==> config.mk <==
export PLATFORM = sky130hd
export DESIGN_NAME = pokey_keyscan_ctrl
export DESIGN_NICKNAME = d
export VERILOG_FILES = /design/src/rtl/pokey_keyscan_ctrl.sv
export SDC_FILE = /design/constraint.sdc
export NUM_CORES = 1
export LEC_CHECK = 0
export ABC_AREA = 1
export CORE_MARGIN = 1
export CORE_UTILIZATION = 25
export DETAILED_ROUTE_END_ITERATION = 12
export GPL_ROUTABILITY_DRIVEN = 0
export PLACE_DENSITY = 0.53
export SETUP_SLACK_MARGIN = 0.2
export SLEW_MARGIN = 20
export SYNTH_ARGS = -nofsm -noshare
export SYNTH_HDL_FRONTEND = slang
export SYNTH_SLANG_ARGS = --single-unit
==> constraint.sdc <==
create_clock -name o2 -period 2.95 [get_ports o2]
set_clock_uncertainty 0.2 [all_clocks]
set_input_delay 0.295 -clock o2 [delete_from_list [all_inputs] [get_ports o2]]
set_output_delay 0.295 -clock o2 [all_outputs]
set_load 0.005 [all_outputs]
==> src/rtl/pokey_keyscan_ctrl.sv <==
// POKEY keyboard scan sequencer: walks 64 key positions, debounces kr1_L, samples modifiers on kr2_L.
// Define POKEY_KEY_DEBOUNCE_EN for two-pass confirmation; undefined, keys accept on first sighting.
module pokey_keyscan_ctrl #(
    parameter int unsigned SCAN_DIV = 114
) (
    input  logic       o2,
    input  logic       rst,
    input  logic       scan_en,
    input  logic       kr1_L,
    input  logic       kr2_L,
    output logic [5:0] key_scan_L,
    output logic [7:0] kbcode,
    output logic       key_irq,
    output logic       brk_irq,
    output logic       key_down,
    output logic       shift_down
);

    localparam logic [7:0] DIV_LAST = 8'(SCAN_DIV - 1);
    localparam logic [5:0] IDX_SHIFT = 6'h3F;
    localparam logic [5:0] IDX_CTRL  = 6'h3E;
    localparam logic [5:0] IDX_BREAK = 6'h30;

    typedef enum logic [1:0] {StIdle, StCand, StHeld} state_e;

    state_e     state_q, state_d;
    logic [7:0] div_q, div_d;
    logic [5:0] idx_q, idx_d;
    logic [5:0] k_q, k_d;
    logic [5:0] key_scan_q, key_scan_d;
    logic [7:0] kbcode_q, kbcode_d;
    logic       key_irq_q, key_irq_d;
    logic       brk_irq_q, brk_irq_d;
    logic       key_down_q, key_down_d;
    logic       shift_q, shift_d;
    logic       ctrl_q, ctrl_d;
    logic       brk_hist_q, brk_hist_d;
    logic       sample;
    logic       accept;

    assign sample = (div_q == DIV_LAST);

    always_comb begin
        state_d    = state_q;
        div_d      = div_q;
        idx_d      = idx_q;
        k_d        = k_q;
        key_scan_d = ~idx_q;
        kbcode_d   = kbcode_q;
        key_irq_d  = 1'b0;
        brk_irq_d  = 1'b0;
        key_down_d = key_down_q;
        shift_d    = shift_q;
        ctrl_d     = ctrl_q;
        brk_hist_d = brk_hist_q;
        accept     = 1'b0;

        if (!scan_en) begin
            // Scan halted: everything but the last code is forgotten.
            div_d      = 8'd0;
            idx_d      = 6'd0;
            state_d    = StIdle;
            key_down_d = 1'b0;
            shift_d    = 1'b0;
            ctrl_d     = 1'b0;
            brk_hist_d = 1'b0;
        end else if (sample) begin
            div_d = 8'd0;
            idx_d = idx_q + 6'd1;

            unique case (state_q)
                StIdle: begin
                    if (!kr1_L) begin
                        k_d = idx_q;
`ifdef POKEY_KEY_DEBOUNCE_EN
                        state_d = StCand;
`else
                        accept = 1'b1;
`endif
                    end
                end
`ifdef POKEY_KEY_DEBOUNCE_EN
                StCand: begin
                    if (idx_q == k_q) begin
                        if (!kr1_L) begin
                            accept = 1'b1;
                        end else begin
                            state_d = StIdle;
                        end
                    end
                end
`endif
                StHeld: begin
                    if ((idx_q == k_q) && kr1_L) begin
                        state_d    = StIdle;
                        key_down_d = 1'b0;
                    end
                end
                default: state_d = StIdle;
            endcase

            // Modifier registers feed kbcode with their pre-sample values.
            if (accept) begin
                state_d    = StHeld;
                kbcode_d   = {ctrl_q, shift_q, idx_q};
                key_irq_d  = 1'b1;
                key_down_d = 1'b1;
            end

            if (idx_q == IDX_SHIFT) begin
                shift_d = ~kr2_L;
            end
            if (idx_q == IDX_CTRL) begin
                ctrl_d = ~kr2_L;
            end
            if (idx_q == IDX_BREAK) begin
                brk_irq_d  = ~kr2_L & ~brk_hist_q;
                brk_hist_d = ~kr2_L;
            end
        end else begin
            div_d = div_q + 8'd1;
        end
    end

    always_ff @(posedge o2) begin
        if (rst) begin
            state_q    <= StIdle;
            div_q      <= 8'd0;
            idx_q      <= 6'd0;
            k_q        <= 6'd0;
            key_scan_q <= 6'h3F;
            kbcode_q   <= 8'h00;
            key_irq_q  <= 1'b0;
            brk_irq_q  <= 1'b0;
            key_down_q <= 1'b0;
            shift_q    <= 1'b0;
            ctrl_q     <= 1'b0;
            brk_hist_q <= 1'b0;
        end else begin
            state_q    <= state_d;
            div_q      <= div_d;
            idx_q      <= idx_d;
            k_q        <= k_d;
            key_scan_q <= key_scan_d;
            kbcode_q   <= kbcode_d;
            key_irq_q  <= key_irq_d;
            brk_irq_q  <= brk_irq_d;
            key_down_q <= key_down_d;
            shift_q    <= shift_d;
            ctrl_q     <= ctrl_d;
            brk_hist_q <= brk_hist_d;
        end
    end

    assign key_scan_L = key_scan_q;
    assign kbcode     = kbcode_q;
    assign key_irq    = key_irq_q;
    assign brk_irq    = brk_irq_q;
    assign key_down   = key_down_q;
    assign shift_down = shift_q;

endmodule

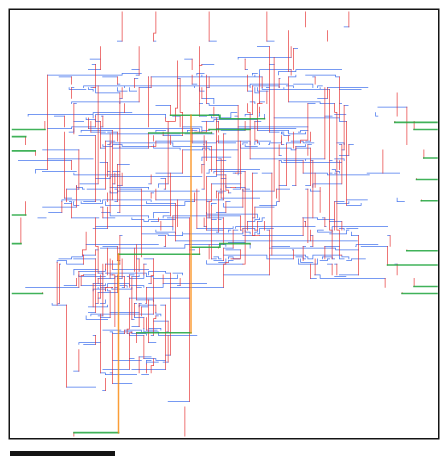
Fig. 1. Metal layers overlaid (run 1).
Bar = 20 um.
| color | layer | wire length |
|---|---|---|
| orange | M4 | 75.5 um |
| blue | M1 | 1730 um |
| green | M3 | 156 um |
| red | M2 | 1360 um |

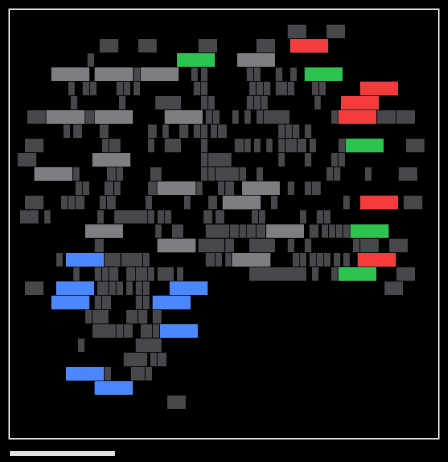
Fig. 2. Sequential cells colored by netlist name (run 1).
Bar = 20 um. Other sequential cells in the stronger gray, the rest of the logic in the fainter gray.
| color | netlist name | sequential cells |
|---|---|---|
| blue | div_q | 8 |
| red | key_scan_L | 6 |
| green | k_q | 5 |
not colored: 16
register area: 701 um^2
fraction of area in registers: 0.356

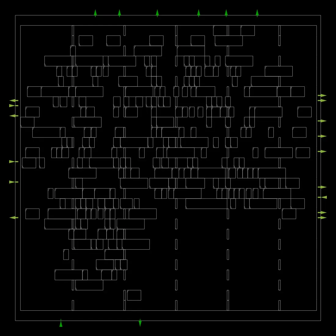
Fig. 3. Placement view (run 1).
total number of tap cells: 75
area of the core: 0.00603 mm^2
site row count: 28

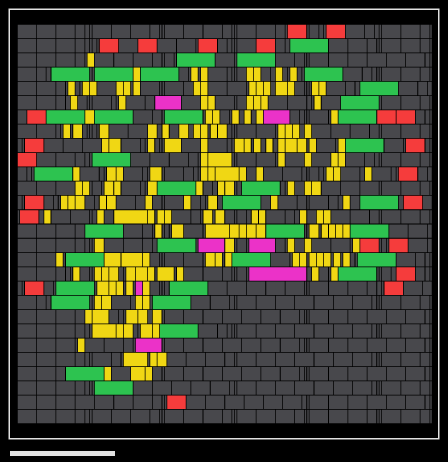
Fig. 4. Placed cells, one color a class (run 1).
Bar = 20 um. Fill, decap, tap and diode cells in gray.
| color | class | cells | share of their area |
|---|---|---|---|
| magenta | clock drivers and dummy loads | 7 | 5.5% |
| green | registers | 35 | 37% |
| red | remaining buffers and delay cells | 22 | 12% |
| yellow | remaining logic cells | 186 | 45% |

==> summary.txt, run 1 <==
Purpose: to document the outcome of synthesis and place and route.

Detailed routing
The met1 layer wirelength in the final routing is 1730 um. The routed length on met3 is 155 um. The first TritonRoute pass finished after 4 iterations.

The script logs the ratio of routed vias to standard cells as 4.24. Once detail routing completed, the nets flagged for antenna violations numbered 0. Dividing the detail-routed wire length by the instance count gives 10.2 um. The post-detailed-routing wire length is 3330 um.

The detailed router's first-iteration violation count is 62.

CTS
The depth of the CTS H-tree is 2. The clock slew seen by the registers of the worst setup and hold paths is 70 ps. The buffer type at the clock tree root is sky130_fd_sc_hd__clkbuf_8.

The buffer depth of the longest clock path is 2. After clock tree synthesis, the setup repair step added 0 buffers. As reported, the later end of the worst-skew pair has a clock insertion delay of 290 ps. The number of sinks on the clock net is 35.

TritonCTS built the clock tree. Counting the buffers created by CTS gives 5. The hold-fix buffer count after cts is 0.

Final layout
The number of flip-flops and latches is 35. The area of combinational cells with multiple inputs is 729 um^2. The flow measured a signed area growth from synthesis to layout of 24.2%.

In the layout the commonest cells are 64 x sky130_fd_sc_hd__nand2_1, 37 x sky130_fd_sc_hd__nor2_1, 35 x sky130_fd_sc_hd__dfxtp_1. The finished layout cell area is 0.00197 mm^2. In the final layout, the share of cells above drive strength 1 is 0.0440. The number of antenna cells inserted is 0. Counting only logic cells after layout, the most numerous master is sky130_fd_sc_hd__nand2_1. The layout has 22 buffers outside the clock class. The number of fill cells is 669. In the final layout, the clock buffer count is 6. The non-clock buffer contribution to total cell area is 0.112.

The largest cell class by area is combinational gates. Of the total standard cell area in the layout, the multi-input combinational portion is 0.371. Per the final report, the share of cell area in clock cells is 0.0522.

The final report gives the core utilization as 0.326. For this run, the number of standard cells in the final layout without fillers is 325.

Setup path
The data arrival at the endpoint of the critical path is 1900 ps. The slowest stage of the critical path is the sky130_fd_sc_hd__dfxtp_1 cell. The largest incremental delay on the critical path is 380 ps. Among cell families on the critical path, the largest total delay comes from simple AND/OR/NAND/NOR gates. Of all nets on the critical path, the largest fanout is 12. The startpoint identified for the worst register-to-register timing path is div_q[1]. The number of cells on the worst reg-to-reg path is 7.

The critical path starts at div_q[1]. The required time of the worst setup path is 2940 ps. The critical path is of the reg2reg type. The number of buffer and inverter stages on the critical path is 1. The worst setup path is launched from a flop. The capture instance of the worst register-to-register path is div_q[2].

GRT
The met2 track demand over resource in global routing is 0.170. The number of global-route vias before repair is 1258. The met1 capacity usage during global routing is 0.158. The busiest metal layer after global routing is met2. The overall routing resource usage is 0.118.

STA
Hold is met by 236 ps. The worst-margin pin slew is 544 ps. The final clock period utilization by the worst path is 0.647. Setup slack closes at 1040 ps. Setup repair after global routing left no endpoint under its margin.

Headroom to the max-slew limit came out at 0.636. Subtracting the final worst setup slack from the clock period gives 1910 ps. The number of failing hold endpoints at the final stage is 0. The end-of-flow timing check tallies setup violations at 0. The accumulated negative setup slack is 0 ps. The final max-slew violation count recorded for this run is 0. Static timing analysis puts the maximum clock frequency at 524 MHz.

Die
The height of the die is 81.6 um. The floorplan report gives the top-level pin count as 23. The area of the die is 0.00666 mm^2.

Synth
The share of the Yosys chip area taken by registers is 0.442. Per the synth stats, the flop cell with the highest instance count is sky130_fd_sc_hd__dfxtp_1. The cell-mix breakdown from Yosys lists the compound-gate area share as 0.0506.

The cell-mix breakdown from Yosys lists the XOR/XNOR area share as 0.0221. At floorplan, the net count of the design was reported as 236. The warning tally printed by Yosys for this design is 0. A synthesized cell averages 7.01 um^2. The number of cells produced by synthesis is 226.

Counting flops with an async set or reset pin after synthesis yields a share of 0. Counting instances in the post-synthesis netlist gives the leading cell types as 64 x sky130_fd_sc_hd__nand2_1, 37 x sky130_fd_sc_hd__nor2_1, 35 x sky130_fd_sc_hd__dfxtp_1. Among all cell types in the netlist, the one instantiated most often is sky130_fd_sc_hd__nand2_1.

The fraction of synthesized cell area taken by the top area cell type is 0.442. The synthesis-stage register bit count is 35. The main logic family after synthesis is simple AND/OR/NAND/NOR gates. Sorting the synthesized cells by area gives the leading types as sky130_fd_sc_hd__dfxtp_1 44%, sky130_fd_sc_hd__nand2_1 15%, sky130_fd_sc_hd__nor2_1 8.8%, sky130_fd_sc_hd__inv_1 7.3%, sky130_fd_sc_hd__ha_1 3.9%. The simple-gate share of the synthesized area is 0.348.

The library cell with the largest summed area after synthesis is sky130_fd_sc_hd__dfxtp_1. The tally of unique sky130hd cells used after synthesis is 22. The stat command in Yosys gives a chip area of 0.00158 mm^2. The proportion of synthesized area in mux cells is 0.

Pwr
The portion of total power attributed to the clock network is 0.456. In this run, power in combinational logic comes to 0.0218 mW. The power density relative to cell area is 464 mW/mm^2. The static leakage is 0.839 nW. The switching portion of total power comes to 0.202. The flow reports power dissipated in sequential cells as 0.475 mW. The top power consumer group is sequential cells. The portion of total power attributed to sequential cells is 0.520. The clock network consumes a total of 0.417 mW.

The power dissipated by switching net loads is 0.185 mW.

Run
The number of violations of the max-capacitance limit is 0.

Placed design
The total of buffers placed on input and output ports is 22. For this run the detailed placement stage logged an HPWL of 2440 um. The number of cells after detailed placement is 318. The worst setup timing slack at the placement stage is 827 ps.

Hold path
Checking hold timing, the worst path is listed with class reg2reg. For hold timing, the worst endpoint is brk_irq. The number of cells on the worst hold path is 1.

Run status
The run finished with clean final reports.
==> inputs of run 2 (changes only) <==
Clock period 2.95 ns to 1.8 ns, I/O delays scaled along.
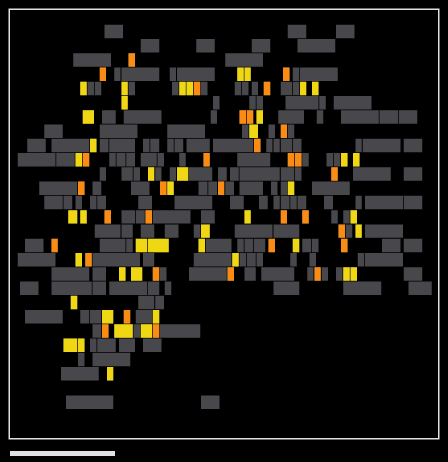
Fig. 5. Selected gate families (run 2).
Bar = 20 um.
| color | family | cells | most used |
|---|---|---|---|
| yellow | nor cells | 44 | nor2_1 |
| orange | inv cells | 32 | inv_1 |

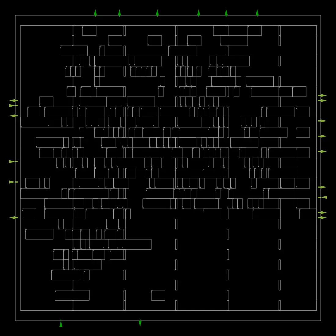
Fig. 6. Placement view (run 2).
sequential cell count: 35
Filler Cells Inserted: 663
post-route non-filler standard cell count: 339

==> run 2 against run 1 <==
Effect of this change:
- count of clock-buffer cells in the layout up 2
- critical path depth down 6
- wire length up 14%
- via count up 5.4%
- critical path type is now reg2out
==> summary.txt, run 2 <==
Purpose: to document the outcome of synthesis and place and route.

Final layout
Looking at the area split, the leading class of cells is combinational gates. The clock network area share was 0.0463 (-0.00587). The area of combinational cells with multiple inputs was 825 um^2 (+13%). The sequential fraction of total cell area is 0.326 (-0.0298).

In the layout the commonest cells are 63 x sky130_fd_sc_hd__nand2_1, 32 x sky130_fd_sc_hd__nor2_1, 31 x sky130_fd_sc_hd__dfxtp_1. The number of clock buffer instances in the layout is 8 (+2). The number of antenna cells inserted was 0 (unchanged). The non-clock buffer contribution to total cell area is 0.147 (+0.0350).

STA
The worst hold slack after final layout came to 226 ps (-9.17 ps). The worst-margin pin slew is 434 ps (-110 ps). The final timing report derives a shortest allowable period of 1550 ps. The headroom to the max-slew limit is 0.710 (+0.0742).

The accumulated negative setup slack came to 0 ps (unchanged). The number of failing hold endpoints at the final stage is 0 (unchanged).

Synth
The fraction of synthesized cell area taken by the top area cell type is 0.442 (unchanged). The sequential cell area fraction in the yosys report is 0.442 (unchanged). Post-synth the commonest register cell is sky130_fd_sc_hd__dfxtp_1. The post-synthesis async set-or-reset flop share was 0 (unchanged). The number of cells produced by synthesis is 226 (unchanged). The tally of unique sky130hd cells used after synthesis was 22 (unchanged). The XOR/XNOR share of the synthesized area is 0.0221 (unchanged). The most repeated cell in the gate-level netlist after synthesis is sky130_fd_sc_hd__nand2_1.

Yosys shows that the main logic family after synthesis is simple AND/OR/NAND/NOR gates. The post-synthesis area per instance is 7.01 um^2 (unchanged). The commonest cells after synthesis are 64 x sky130_fd_sc_hd__nand2_1, 37 x sky130_fd_sc_hd__nor2_1, 35 x sky130_fd_sc_hd__dfxtp_1. Ranked by total cell area, the synthesized netlist is headed by sky130_fd_sc_hd__dfxtp_1 44%, sky130_fd_sc_hd__nand2_1 15%, sky130_fd_sc_hd__nor2_1 8.8%, sky130_fd_sc_hd__inv_1 7.3%, sky130_fd_sc_hd__ha_1 3.9%.

Setup path
The required time of the worst setup path is 1420 ps (-1520 ps). The number of cells on the worst reg-to-reg path was 7 (unchanged). The start-to-end type of the worst setup path is reg2out. The number of buffer and inverter stages on the critical path is 1 (unchanged). The capture instance of the worst register-to-register path is key_irq.

The largest incremental delay on the critical path is 520 ps (+140 ps). The maximum net fanout on the critical path is 3 (-9). The worst setup path is launched from a flop. Looking at the critical path, the single cell with the biggest stage delay is sky130_fd_sc_hd__clkdlybuf4s50_1. The critical register-to-register path startpoint is div_q[2].

CTS
The number of sinks on the clock net is 35 (unchanged). The post-CTS setup-driven buffer insertion count is 3 (+3). The CTS tree is built. The hold-fix buffer count after cts was 0 (unchanged). The buffer depth of the longest clock path is 2 (unchanged). The clock slew seen by the registers of the worst setup and hold paths is 70 ps (about the same). The total clock buffers created by CTS is 5 (unchanged). The clock latency at the later pin of the worst-skew pair came to 290 ps (about the same). The root buffer cell chosen for the clock tree is sky130_fd_sc_hd__clkbuf_8.

Detailed routing
The detailed-route wire length per cell is 11.2 um (+9.0%). The detailed router's first-iteration violation count is 74 (+19%). The number of optimization iterations in the first detailed-route pass came to 4 (unchanged). The met1 layer wirelength in the final routing was 1890 um (+9.4%). The routed length on met3 is 170 um (+9.7%).

Hold path
The worst-case hold path end point is brk_irq. The path class of the lowest-slack min-delay path is reg2reg. The number of cells on the worst hold path came to 1 (unchanged).

GRT
The met2 track demand over resource in global routing is 0.177 (+0.00667). The met1 capacity usage during global routing is 0.155 (-0.00337). The overall routing resource usage is 0.119 (+0.000702).

Run status
The run finished with clean final reports.

Placed design
The number of cells after detailed placement is 323 (+1.6%). The worst setup timing slack at the placement stage is 109 ps (-718 ps). The post-DP HPWL is 2490 um (+2.0%).

The total of buffers placed on input and output ports is 22 (unchanged).

Die
The number of ports placed on the die boundary is 23 (unchanged). The count of standard-cell rows is 28 (unchanged).

Pwr
The power density relative to cell area is 680 mW/mm^2 (+46%). The portion of total power attributed to the clock network is 0.436 (-0.020). The sequential group power came to 0.778 mW (+64%).

The power dissipated by switching net loads is 0.326 mW (+77%). The static leakage was 0.912 nW (+8.6%). The share of total power consumed by net switching was 0.222 (+0.0195).
No activity file was given, so power comes from the tool's default toggle rates.
